**src/rtl/flippy_guess_entry_if.sv**
```systemverilog
// Guess bus between the switch/button entry block and the falling columns.
interface flippy_guess_entry_if;
  localparam int unsigned GUESS_W = 8;

  logic [GUESS_W-1:0] switches;
  logic               submit_button;
  logic [GUESS_W-1:0] user_input;
  logic               guess_valid;
  logic               button_pressed;

  modport master (
    input  switches,
    input  submit_button,
    output user_input,
    output guess_valid,
    output button_pressed
  );

  modport slave (
    output switches,
    output submit_button,
    input  user_input,
    input  guess_valid,
    input  button_pressed
  );
endinterface

```
**src/rtl/flippy_guess_entry.sv**
```systemverilog
// Turns raw slide switches plus the submit pushbutton into a time-boxed guess on user_input.
// Button and switches are synchronised, the button debounced, and each clean press presents one guess.
module flippy_guess_entry #(
  parameter int unsigned DEBOUNCE_CYCLES = 1000000,
  parameter int unsigned HOLD_CYCLES     = 4,
  parameter logic [7:0]  IDLE_VALUE      = 8'd0
) (
  input logic                   clock,
  input logic                   reset_signal_n,
  flippy_guess_entry_if.master  bus
);

  localparam int unsigned GUESS_W = 8;
  localparam int unsigned CNT_W   = $clog2(DEBOUNCE_CYCLES + 1);
  localparam int unsigned HOLD_W  = $clog2(HOLD_CYCLES + 1);
  localparam logic [CNT_W-1:0]  CNT_MAX   = CNT_W'(DEBOUNCE_CYCLES - 1);
  localparam logic [HOLD_W-1:0] HOLD_LOAD = HOLD_W'(HOLD_CYCLES - 1);

  typedef enum logic [1:0] {
    S_IDLE         = 2'd0,
    S_PRESENT      = 2'd1,
    S_WAIT_RELEASE = 2'd2
  } state_e;

  logic               btn_s1_q, btn_s1_d, btn_s2_q, btn_s2_d;
  logic [GUESS_W-1:0] sw_s1_q, sw_s1_d, sw_s2_q, sw_s2_d;
  logic [CNT_W-1:0]   deb_cnt_q, deb_cnt_d;
  logic               pressed_q, pressed_d;
  logic               pressed_prev_q, pressed_prev_d;
  logic               press_edge_q, press_edge_d;
  logic               btn_level;

  state_e             state_q, state_d;
  logic [HOLD_W-1:0]  hold_q, hold_d;
  logic [GUESS_W-1:0] user_input_q, user_input_d;
  logic               guess_valid_q, guess_valid_d;

  // Synchroniser and debounce registers; button sync resets to the released (high) level.
  always_ff @(posedge clock or negedge reset_signal_n) begin
    if (!reset_signal_n) begin
      btn_s1_q       <= 1'b1;
      btn_s2_q       <= 1'b1;
      sw_s1_q        <= '0;
      sw_s2_q        <= '0;
      deb_cnt_q      <= '0;
      pressed_q      <= 1'b0;
      pressed_prev_q <= 1'b0;
      press_edge_q   <= 1'b0;
    end else begin
      btn_s1_q       <= btn_s1_d;
      btn_s2_q       <= btn_s2_d;
      sw_s1_q        <= sw_s1_d;
      sw_s2_q        <= sw_s2_d;
      deb_cnt_q      <= deb_cnt_d;
      pressed_q      <= pressed_d;
      pressed_prev_q <= pressed_prev_d;
      press_edge_q   <= press_edge_d;
    end
  end

  // Debounced level flips only after the synced level disagrees for DEBOUNCE_CYCLES cycles in a row.
  always_comb begin
    btn_s1_d       = bus.submit_button;
    btn_s2_d       = btn_s1_q;
    sw_s1_d        = bus.switches;
    sw_s2_d        = sw_s1_q;
    btn_level      = ~btn_s2_q;
    pressed_d      = pressed_q;
    deb_cnt_d      = '0;
    pressed_prev_d = pressed_q;
    press_edge_d   = pressed_q & ~pressed_prev_q;
    if (btn_level != pressed_q) begin
      if (deb_cnt_q == CNT_MAX) begin
        pressed_d = ~pressed_q;
      end else begin
        deb_cnt_d = deb_cnt_q + CNT_W'(1);
      end
    end
  end

  // FSM state and registered outputs.
  always_ff @(posedge clock or negedge reset_signal_n) begin
    if (!reset_signal_n) begin
      state_q       <= S_IDLE;
      hold_q        <= '0;
      user_input_q  <= IDLE_VALUE;
      guess_valid_q <= 1'b0;
    end else begin
      state_q       <= state_d;
      hold_q        <= hold_d;
      user_input_q  <= user_input_d;
      guess_valid_q <= guess_valid_d;
    end
  end

  always_comb begin
    state_d = state_q;
    unique case (state_q)
      S_IDLE:         if (press_edge_q) state_d = S_PRESENT;
      S_PRESENT:      if (hold_q == '0) state_d = S_WAIT_RELEASE;
      S_WAIT_RELEASE: if (!pressed_q)   state_d = S_IDLE;
      default:        state_d = S_IDLE;
    endcase
  end

  // Guess is captured from the synced switches only on the press edge and then frozen for the window.
  always_comb begin
    user_input_d  = user_input_q;
    guess_valid_d = 1'b0;
    hold_d        = hold_q;
    unique case (state_q)
      S_IDLE: begin
        user_input_d = IDLE_VALUE;
        if (press_edge_q) begin
          user_input_d  = sw_s2_q;
          guess_valid_d = 1'b1;
          hold_d        = HOLD_LOAD;
        end
      end
      S_PRESENT: begin
        if (hold_q == '0) begin
          user_input_d = IDLE_VALUE;
        end else begin
          hold_d = hold_q - HOLD_W'(1);
        end
      end
      S_WAIT_RELEASE: user_input_d = IDLE_VALUE;
      default:        user_input_d = IDLE_VALUE;
    endcase
  end

  assign bus.user_input     = user_input_q;
  assign bus.guess_valid    = guess_valid_q;
  assign bus.button_pressed = pressed_q;

endmodule

```
**src/flat_wrapper.sv**
```systemverilog
// flat-port wrapper written by rule: the top's interface ports become plain ports
module flippy_guess_entry_flat 
#(
  parameter int unsigned DEBOUNCE_CYCLES = 1000000,
  parameter int unsigned HOLD_CYCLES     = 4,
  parameter logic [7:0]  IDLE_VALUE      = 8'd0
)
  (clock, reset_signal_n, bus_switches, bus_submit_button, bus_user_input, bus_guess_valid, bus_button_pressed);
  flippy_guess_entry_if bus_i ();
  input logic clock;
  input logic reset_signal_n;
  input wire logic [$bits(bus_i.switches)-1:0] bus_switches;
  input wire logic [$bits(bus_i.submit_button)-1:0] bus_submit_button;
  output wire logic [$bits(bus_i.user_input)-1:0] bus_user_input;
  output wire logic [$bits(bus_i.guess_valid)-1:0] bus_guess_valid;
  output wire logic [$bits(bus_i.button_pressed)-1:0] bus_button_pressed;
  assign bus_i.switches = bus_switches;
  assign bus_i.submit_button = bus_submit_button;
  assign bus_user_input = bus_i.user_input;
  assign bus_guess_valid = bus_i.guess_valid;
  assign bus_button_pressed = bus_i.button_pressed;
  flippy_guess_entry #(.DEBOUNCE_CYCLES(DEBOUNCE_CYCLES), .HOLD_CYCLES(HOLD_CYCLES), .IDLE_VALUE(IDLE_VALUE)) u_core (.clock(clock), .reset_signal_n(reset_signal_n), .bus(bus_i));
endmodule
```
**config.mk**
```make
export PLATFORM = sky130hd
export DESIGN_NAME = flippy_guess_entry_flat
export DESIGN_NICKNAME = d
export VERILOG_FILES = /design/src/rtl/flippy_guess_entry_if.sv /design/src/rtl/flippy_guess_entry.sv /design/src/flat_wrapper.sv
export SDC_FILE = /design/constraint.sdc
export NUM_CORES = 1
export LEC_CHECK = 0
export CORE_UTILIZATION = 51
export DETAILED_ROUTE_END_ITERATION = 6
export MAX_ROUTING_LAYER = met4
export PLACE_DENSITY_LB_ADDON = 0.2
export SLEW_MARGIN = 20
export SYNTH_ARGS = -nofsm -noshare
export SYNTH_HDL_FRONTEND = slang
export SYNTH_SLANG_ARGS = --single-unit
```
**constraint.sdc**
```tcl
create_clock -name clock -period 2.4 [get_ports clock]
set_clock_uncertainty 0.1 [all_clocks]
set_input_delay 0.24 -clock clock [delete_from_list [all_inputs] [get_ports clock]]
set_output_delay 0.24 -clock clock [all_outputs]
set_load 0.02 [all_outputs]
```
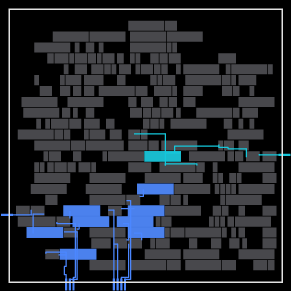
(run_1/port_trees.png)
Drawn at 4 px/um.
legend:
  blue:
    port: bus_switches
    bits: 8
    direction: input
    end_cells: 8
    buffers: 8
    wire: 146 um
  cyan:
    port: bus_button_pressed
    bits: 1
    direction: output
    end_cells: 1
    buffers: 1
    wire: 56.0 um
IO buf count: 20
I/O pins: 21

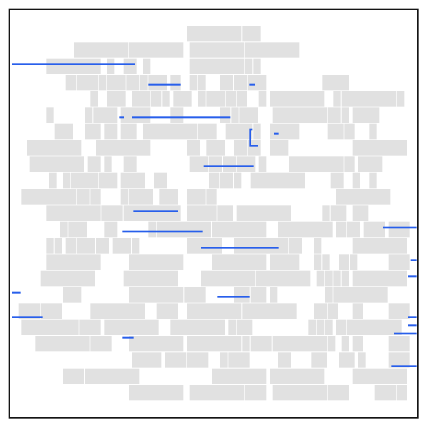
(run_1/m3.png)
Drawn at 6 px/um. Cells faint in the background.
share of all routed wire: 3.0%
nets with wire on the layer: 16
wire length on this layer: 117 um
main direction: horizontal
longest straight run: 20.2 um
drt total wl: 3850 um
via count: 1436
met3 Usage GRT: 0.0450

==> impl_metrics.tcl, run 1 <==
# collected from the flow reports
set metrics [dict create \
    crit_path_cell_trace "nor4b_1, nand4_1, o21ai_4, nor2_1" \
    final-clk-cell-share 0.0347 \
    clk_pin_slew_ps 100 \
    ys_types 39 \
    die_area_mm2 0.00460 \
    synth-async-reset-ratio 1.00 \
    r2r_slack_ps 530 \
    slew_headroom 0.622 \
    outcome "finished, final reports clean" \
    finalCriticalPeriod_ps 1870 \
    synth_chip_area_mm2 0.00221 \
    synth.largest_area_cell "dfrtp_1" \
    fin_nets 233 \
    r2r_cells 4 \
    p_leak_nw 1.10 \
    wl_met3_um 116 \
    diodes 0 \
    ir_drop_mv 0.351 \
    overflow 0 \
    cpMaxStageDelayCell "o21ai_4" \
    grt_pass1_vias 1491 \
    required_ps 2480 \
    maxCapViolations 0 \
    ctsLongestPathBuffers 2 \
    gp_congestion 0.853 \
    compound_area_frac 0.0684 \
    cp_top_family "simple AND/OR/NAND/NOR gates" \
    p_comb_uw 51.1 \
    area_dominant_class "registers" \
    n_fill_cell 310 \
    path_depth 4 \
    synth_cells 194 \
    fa_ha_area_frac 0.0170 \
    avgSynthCellArea_um2 11.4 \
    route.detailed.drc 0 \
    switchingPower_uw 340 \
    swShare 0.224 \
    edf_count 0 \
    antenna_left 0 \
    clock_buffers 6 \
    power.internal_mw 1.18 \
    drive_gt1_frac 0.0909 \
    wl_met2_um 1900 \
    syn2layout_area_growth_pct 15.8 \
    ys_ff 55 \
    multiInputCombCellCount 127 \
    wl_per_cell_um 14.2 \
    ys_sh_mux 0.00509 \
    htreeDepth 2 \
    numCtsBuffers 5 \
    xor_share 0.0633 \
    warnings 26 \
    tapCellCount 50 \
    area_share_nonclk_buffers 0.0860 \
    die_h_um 67.9 \
    critical_path_class "reg -> reg" \
    worst_hold_slack_ps 227 \
    rr_startpoint "u_core.deb_cnt_q[11]" \
    flop-count 55 \
    p_comb_frac 0.034 \
    crit_path_max_fanout 19 \
    dpl.hpwl_um 2700 \
    worstMarginPinSlew_ps 566 \
    critPathCapture "u_core.deb_cnt_q[14]" \
]
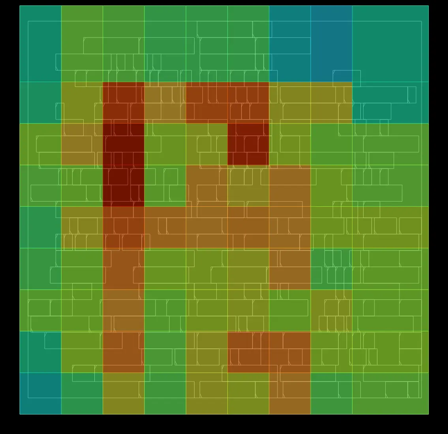
(run_1/congestion_map.png)
fin util: 0.627
M1 GR Usage: 0.253
GR Util All Layers: 0.212
met2 usage: 0.337
busiest layer in global routing: met2

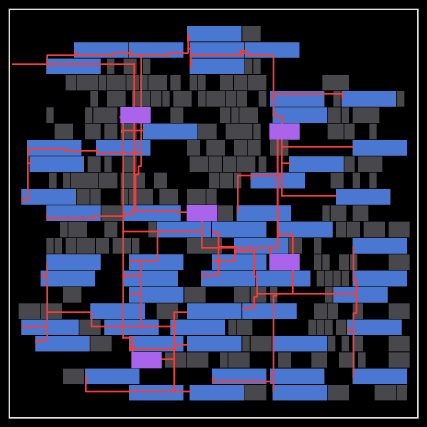
(run_1/clock_wires.png)
Drawn at 6 px/um.
legend:
  red:
    item: clock wires
    length: 593 um
  blue:
    item: flip-flops
    count: 55
  purple:
    item: clock-net drivers
    count: 5
routed clock nets: 6
flops lie: widely spread
P_clk: 511 uW
clock latency on the worst-skew pair: 310 ps
clock network fraction of design power: 0.336

## run 1: logic make-up (layout without fill, tap and decap cells)
group | Yosys count | after routing
DFF | 55 | 55
and+or+nand+nor | 85 | 85
muxes | 1 | 1
adders and majority gates | 3 | 3
AOI/OAI and AO/OA | 22 | 22
buffers and inverters | 12 | 38
xor gates and xnor gates | 16 | 16
## run 1: metrics by stage
stage / cells / power [mW]
floorplan: 194 / 0.986
global placement: 261 / 1.02
detailed placement: 261 / 1.03
CTS: 270 / 1.53
global route: 270 / 1.58
finish: 270 / 1.52
## run 1: sequential cells by signal, indices dropped and copies added (netlist names), 2 cells and up
signal and cells:
u_core.deb_cnt_q 20, u_core.bus.user_input 8, u_core.sw_s1_q 8, u_core.sw_s2_q 8, u_core.hold_q 3, u_core.state_q 2
==> run_1/util_map.png <==
Drawn at 6 px/um. The die is cut into 7 by 7 equal tiles; dark blue is low, red is high, 0 to 100% covered.
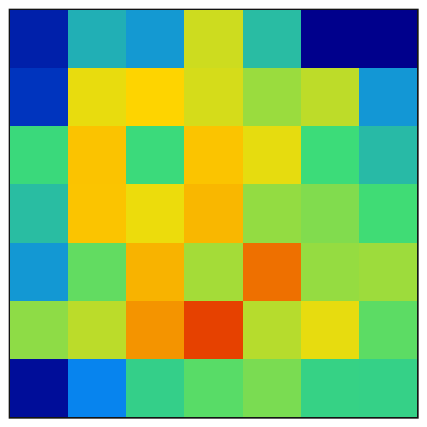

==> run 1 -> run 2 <==
CORE_UTILIZATION = 50   (was 51)
clock period = 1.7 ns   (was 2.4 ns; I/O delays follow)
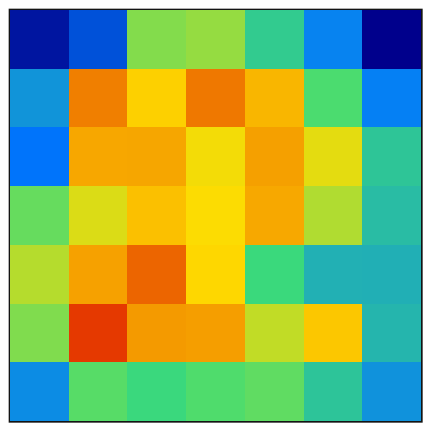
(run_2/util_map.png)
Drawn at 6 px/um. The die is cut into 7 by 7 equal tiles; dark blue is low, red is high, 0 to 100% covered.
nearly empty tiles: 2.0%
fullest tile: 94%
tiles over 75% full: 33%
densest ninth of the die: middle
emptiest ninth of the die: top right
total core area: 0.00412 mm^2
fin util: 0.675
Pre-Place Util: 0.538

==> run 2 against run 1 <==
Clock-buffer cell count down 1. Sequential power up 41%. Register-to-register slack worse by 520 ps. Critical path depth up 1. Synthesized area unchanged. Routed wire length up 6.4%. Design area up 8.4%. Die area up 1.9%. Clock power up 51%. Worst setup slack worse by 520 ps. Via count up 6.0%. Critical endpoint is now u_core.deb_cnt_q[18]. Largest cell class unchanged.
==> impl_metrics.tcl, run 2 <==
# collected from the flow reports
set metrics [dict create \
    largest_register_ffs 20 \
    worstMarginPinSlew_ps 362 \
    ctsLongestPathBuffers 2 \
    grt_pass1_vias 1553 \
    r2r_slack_ps 20 \
    crit_path_max_fanout 3 \
    num_vias 1522 \
    drive_gt1_frac 0.194 \
    synth_cells 194 \
    slew_headroom 0.758 \
    wl_per_cell_um 14.3 \
    io_pins 21 \
    wl_met3_um 170 \
    synth.largest_area_cell "dfrtp_1" \
    route.detailed.drc 0 \
    met3_usage 0.0641 \
    finalCriticalPeriod_ps 1680 \
    switchingPower_uw 519 \
    clock_latency_ps 310 \
    rr_startpoint "u_core.deb_cnt_q[0]" \
    power.internal_mw 1.70 \
    htreeDepth 2 \
    n_fill_cell 317 \
    synth.most_common_cell "dfrtp_1" \
    port_buffers 20 \
    dpl.hpwl_um 2850 \
    synth_chip_area_mm2 0.00221 \
    xor_share 0.0633 \
    edf_count 0 \
    top_cells_by_area "dfrtp_1 60%, nor2_1 5.8%, xnor2_1 5.1%" \
    die_h_um 68.5 \
    diodes 0 \
    swShare 0.234 \
    ir_drop_mv 0.752 \
    outcome "finished, final reports clean" \
    compound_area_frac 0.0684 \
    final-clk-cell-share 0.0361 \
    avgSynthCellArea_um2 11.4 \
    p_leak_nw 1.23 \
    grt-busiest-layer "met2" \
    clk_pin_slew_ps 110 \
    ys_types 39 \
    wl_um 4090 \
    critical_path_class "reg -> reg" \
    wl_met2_um 1980 \
    r2r_cells 5 \
    critPathCapture "u_core.deb_cnt_q[18]" \
    maxCapViolations 0 \
    multiInputCombCellCount 127 \
    numCtsBuffers 5 \
    initialDrtViolationCount 68 \
    synth-async-reset-ratio 1.00 \
    p_clk_frac 0.349 \
    gr-usage-met1 0.255 \
    required_ps 1850 \
    ys_ff 55 \
    track_usage 0.215 \
    syn2layout_area_growth_pct 25.5 \
    grt_max_degree 56 \
    met2_usage 0.348 \
    fin_crit_sh 0.990 \
    top_register "u_core.deb_cnt_q" \
    warnings 27 \
    antenna_left 0 \
    worst_hold_slack_ps 162 \
    final_cells 287 \
    fin_nets 250 \
    area_dominant_class "registers" \
    clock_buffers 5 \
    die_area_mm2 0.00469 \
    flop-count 55 \
    ys_sh_mux 0.00509 \
    gp_congestion 0.907 \
    fa_ha_area_frac 0.0170 \
    tapCellCount 50 \
]
[run 2: power groups by stage]
stage	logic [mW]	registers [mW]	clock network, mW
floorplan	0.0224	1.37	0
global placement	0.0845	1.38	0
detailed placement	0.0881	1.38	0
CTS	0.0941	1.35	0.794
global route	0.104	1.35	0.851
finish	0.0915	1.35	0.773
[run 2: stage by stage]
stage           util  setup WS, ps  cell area, um^2  power [mW]
3_5_place_dp   0.633         -78.7             2610        1.47
4_1_cts        0.663         0.721             2730        2.24
6_report       0.675          17.7             2780        2.22
2_1_floorplan      -          6.95             2220        1.40
3_3_place_gp   0.633          21.8             2610        1.46
5_1_grt        0.675         -30.2             2780        2.31
[run 2: critical path: stages (launching register included)]
cell	delay, ps
dfrtp_1	400
ha_4	170
nand2_4	50
or3_4	360
or4_4	420
a21oi_2	130
Power figures rest on the tool's default switching activity, not on a simulated workload.
